<file path="config.mk">
export PLATFORM = sky130hd
export DESIGN_NAME = logic_pipe
export DESIGN_NICKNAME = d
export VERILOG_FILES = /design/src/rtl/logic_pipe.sv
export SDC_FILE = /design/constraint.sdc
export NUM_CORES = 1
export LEC_CHECK = 0
export CAP_MARGIN = 30
export CORE_MARGIN = 8
export CORE_UTILIZATION = 54
export CTS_CLUSTER_DIAMETER = 120
export DETAILED_ROUTE_END_ITERATION = 10
export HOLD_SLACK_MARGIN = 0.05
export PLACE_DENSITY = 0.91
export SLEW_MARGIN = 20
export SYNTH_ARGS = -nofsm -noshare
export SYNTH_HDL_FRONTEND = slang
export SYNTH_SLANG_ARGS = --single-unit
</file>
<file path="constraint.sdc">
create_clock -name clk -period 2.1 [get_ports clk]
set_clock_uncertainty 0.05 [all_clocks]
set_input_delay 0.525 -clock clk [delete_from_list [all_inputs] [get_ports clk]]
set_output_delay 0.525 -clock clk [all_outputs]
set_load 0.01 [all_outputs]
</file>
<file path="src/rtl/logic_pipe.sv">
// logic_pipe: two-stage valid/ready pipeline applying a bitwise logic operation across
// NIN operands of WIDTH bits each.
//
// Ports:
//   clk        - single clock; all state updates on its rising edge
//   rst        - asynchronous, active-high reset
//   in_valid   - in_data/in_op hold a transaction
//   in_ready   - block accepts a transaction this cycle
//   in_data    - NIN packed operands; operand k is bits [k*WIDTH +: WIDTH]
//   in_op      - operation select: 0 AND, 1 OR, 2 NOR, 3 NAND, 4 XOR, 5 XNOR,
//                6 pass operand 0, 7 invert operand 0
//   out_valid  - out_data/out_zero/out_par hold a result
//   out_ready  - consumer accepts the result this cycle
//   out_data   - result
//   out_zero   - out_data == 0
//   out_par    - XOR reduction of out_data
//   out_count  - number of completed output handshakes (wraps)
//
// Stage S1 holds the computed result; stage S2 holds the registered result together with
// its zero and parity flags. The zero/parity flags are derived from S1 as it moves into S2
// so they stay aligned with out_data and are held stable under backpressure.

module logic_pipe #(
    parameter int unsigned WIDTH = 8,
    parameter int unsigned NIN   = 2,
    parameter int unsigned CNTW  = 16
) (
    input  logic                 clk,
    input  logic                 rst,
    input  logic                 in_valid,
    output logic                 in_ready,
    input  logic [NIN*WIDTH-1:0] in_data,
    input  logic [2:0]           in_op,
    output logic                 out_valid,
    input  logic                 out_ready,
    output logic [WIDTH-1:0]     out_data,
    output logic                 out_zero,
    output logic                 out_par,
    output logic [CNTW-1:0]      out_count
);

    // Elaboration-time parameter legality checks.
    if (WIDTH < 1 || WIDTH > 32) begin : g_bad_width
        $error("logic_pipe: WIDTH must be in 1..32");
    end
    if (NIN < 2 || NIN > 8) begin : g_bad_nin
        $error("logic_pipe: NIN must be in 2..8");
    end
    if (CNTW < 1) begin : g_bad_cntw
        $error("logic_pipe: CNTW must be at least 1");
    end

    localparam logic [2:0] OpAnd  = 3'd0;
    localparam logic [2:0] OpOr   = 3'd1;
    localparam logic [2:0] OpNor  = 3'd2;
    localparam logic [2:0] OpNand = 3'd3;
    localparam logic [2:0] OpXor  = 3'd4;
    localparam logic [2:0] OpXnor = 3'd5;
    localparam logic [2:0] OpPass = 3'd6;
    localparam logic [2:0] OpInv  = 3'd7;

    // ------------------------------------------------------------------
    // Combinational operation on the incoming operands
    // ------------------------------------------------------------------
    logic [WIDTH-1:0] acc_and;
    logic [WIDTH-1:0] acc_or;
    logic [WIDTH-1:0] acc_xor;
    logic [WIDTH-1:0] opnd0;
    logic [WIDTH-1:0] result;

    always_comb begin
        acc_and = '1;
        acc_or  = '0;
        acc_xor = '0;
        for (int unsigned k = 0; k < NIN; k++) begin
            acc_and = acc_and & in_data[k*WIDTH +: WIDTH];
            acc_or  = acc_or  | in_data[k*WIDTH +: WIDTH];
            acc_xor = acc_xor ^ in_data[k*WIDTH +: WIDTH];
        end
        opnd0 = in_data[WIDTH-1:0];
    end

    always_comb begin
        result = '0;
        unique case (in_op)
            OpAnd:   result = acc_and;
            OpOr:    result = acc_or;
            OpNor:   result = ~acc_or;
            OpNand:  result = ~acc_and;
            OpXor:   result = acc_xor;
            OpXnor:  result = ~acc_xor;
            OpPass:  result = opnd0;
            OpInv:   result = ~opnd0;
            default: result = '0;
        endcase
    end

    // ------------------------------------------------------------------
    // Pipeline state
    // ------------------------------------------------------------------
    logic             s1_valid_q, s1_valid_d;
    logic [WIDTH-1:0] s1_data_q,  s1_data_d;
    logic             s2_valid_q, s2_valid_d;
    logic [WIDTH-1:0] s2_data_q,  s2_data_d;
    logic             s2_zero_q,  s2_zero_d;
    logic             s2_par_q,   s2_par_d;
    logic [CNTW-1:0]  cnt_q,      cnt_d;

    logic s1_move;   // S1 content transfers into S2 at the next edge
    logic s1_load;   // input handshake
    logic out_fire;  // output handshake

    always_comb begin
        out_fire = s2_valid_q && out_ready;
        s1_move  = s1_valid_q && (!s2_valid_q || out_ready);
        // Combinational path from out_ready lets a full pipe accept while draining.
        in_ready = !s1_valid_q || !s2_valid_q || out_ready;
        s1_load  = in_valid && in_ready;
    end

    always_comb begin
        s1_valid_d = s1_valid_q;
        s1_data_d  = s1_data_q;
        if (s1_load) begin
            s1_valid_d = 1'b1;
            s1_data_d  = result;
        end else if (s1_move) begin
            s1_valid_d = 1'b0;
        end
    end

    always_comb begin
        s2_valid_d = s2_valid_q;
        s2_data_d  = s2_data_q;
        s2_zero_d  = s2_zero_q;
        s2_par_d   = s2_par_q;
        if (s1_move) begin
            s2_valid_d = 1'b1;
            s2_data_d  = s1_data_q;
            s2_zero_d  = (s1_data_q == '0);
            s2_par_d   = ^s1_data_q;
        end else if (out_fire) begin
            // Data fields keep their last value; only the valid bit drops.
            s2_valid_d = 1'b0;
        end
    end

    always_comb begin
        cnt_d = cnt_q;
        if (out_fire) begin
            cnt_d = cnt_q + CNTW'(1);
        end
    end

    always_ff @(posedge clk or posedge rst) begin
        if (rst) begin
            s1_valid_q <= 1'b0;
            s1_data_q  <= '0;
            s2_valid_q <= 1'b0;
            s2_data_q  <= '0;
            s2_zero_q  <= 1'b1;
            s2_par_q   <= 1'b0;
            cnt_q      <= '0;
        end else begin
            s1_valid_q <= s1_valid_d;
            s1_data_q  <= s1_data_d;
            s2_valid_q <= s2_valid_d;
            s2_data_q  <= s2_data_d;
            s2_zero_q  <= s2_zero_d;
            s2_par_q   <= s2_par_d;
            cnt_q      <= cnt_d;
        end
    end

    assign out_valid = s2_valid_q;
    assign out_data  = s2_data_q;
    assign out_zero  = s2_zero_q;
    assign out_par   = s2_par_q;
    assign out_count = cnt_q;

endmodule

</file>
**Nets reached from selected ports**

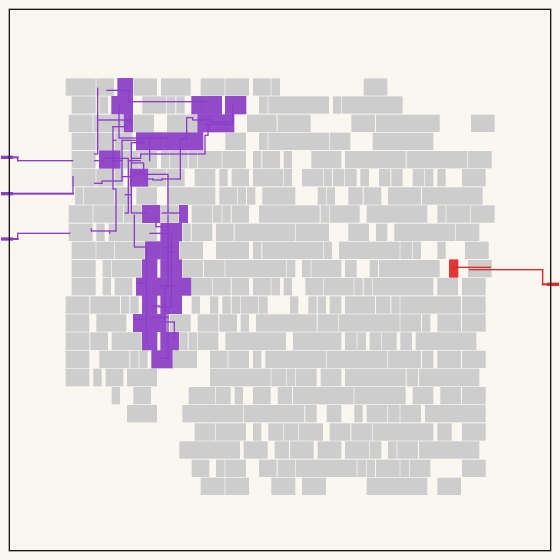
[in_op] purple | bits: 3 | direction: input | end cells: 29 | buffers: 12 | wire: 298 µm
[rst] red | bits: 1 | direction: input | end cells: 1 | buffers: 1 | wire: 19.9 µm
Ports: 51
number of port buffers: 50

**Placement view**

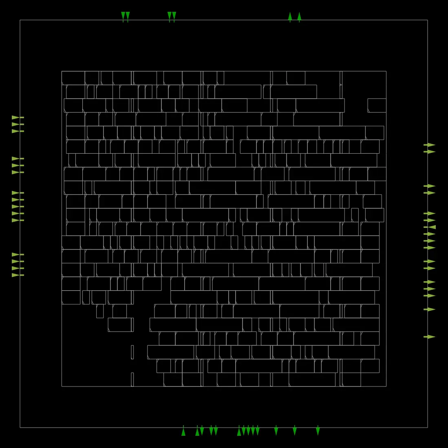
Core Area: 4029 µm²
fin cells: 368
Std-Cell Rows: 23
FFs & Latches: 36
fillers: 265

**Signal metal coverage by tile**

The die is cut into 16 by 16 equal tiles; black is low, pale yellow is high, scaled to the fullest tile. Values are wire area over tile area, all layers added.
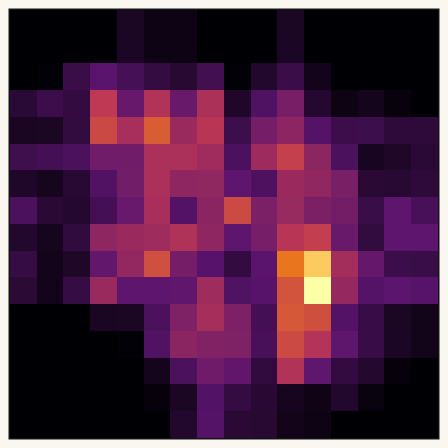
mean over tiles: 0.13
nearly empty tiles: 26%
emptiest ninth of the die: bottom left
fullest tile: 0.71
tiles over half the peak: 5.5%
Vias: 2,010
Routed WL per cell: 14.67 µm
Tot GR Track Use: 0.1792
Routed WL: 5398 µm

==> changes_impl.md <==
### Implementation results

- # DRC: 0
- Synthesized instance count: 239
- Met2 WL: 2822 µm
- EDFF count, synth: 0
- Final Util: 0.7767
- Die extent in y: 80.89 µm
- GR Overflow Total: 0
- Placed cells: 360
- R2R depth: 5
- Seq area share: 0.2883
- Yosys warns: 0
- Clock buffer count: 8
- Post-Place Cell Area: a little over 3000 µm²
- Most numerous cell in the Yosys netlist: dfrtp_1
- CP arrival: 2140 ps
- # resized after CTS: 1
- Worst hold path class: reg2reg
- Slowest CP cell: clkdlybuf4s50_1
- Maxcap violations: 0
- Vias in the first global route: 2,115
- GP Congestion: 0.8397
- Met1 usage: 0.2004
- Antenna violations before repair: 0
- Die Wd: 80.89 µm
- FF/Latch Area: 902.1 µm²
- Leak: 1.459 nW
- DRT antenna net count: 0
- Worst relative slew slack: 0.6854
- Cell area after layout: 3129 µm²
- P_clk: 496 µW
- Pin count of the biggest net entering global routing: 21
- TritonCTS clock tree: done
- Met2 Use GR: 0.3256
- CP Cell Sequence: clkdlybuf4s50_1 -> buf_12 -> xnor2_1 -> o32ai_1 -> a2111oi_1 -> o31ai_1
- Distinct lib cells used: 35
- Number of non-clock buffers: between 70 and 80
- Area fraction in and, or, nand and nor cells: 0.1739
- Gate Area: 1222 µm²
- DR iter-0 viols: 78
- Status: complete, no violations
- Largest class: combinational gates
- Comb/total area: 0.3906
- Startpoint types: input pin
- Yosys Instances: between 200 and 250
- Max FFs per register: 16
No activity file was given, so power comes from the tool's default toggle rates.
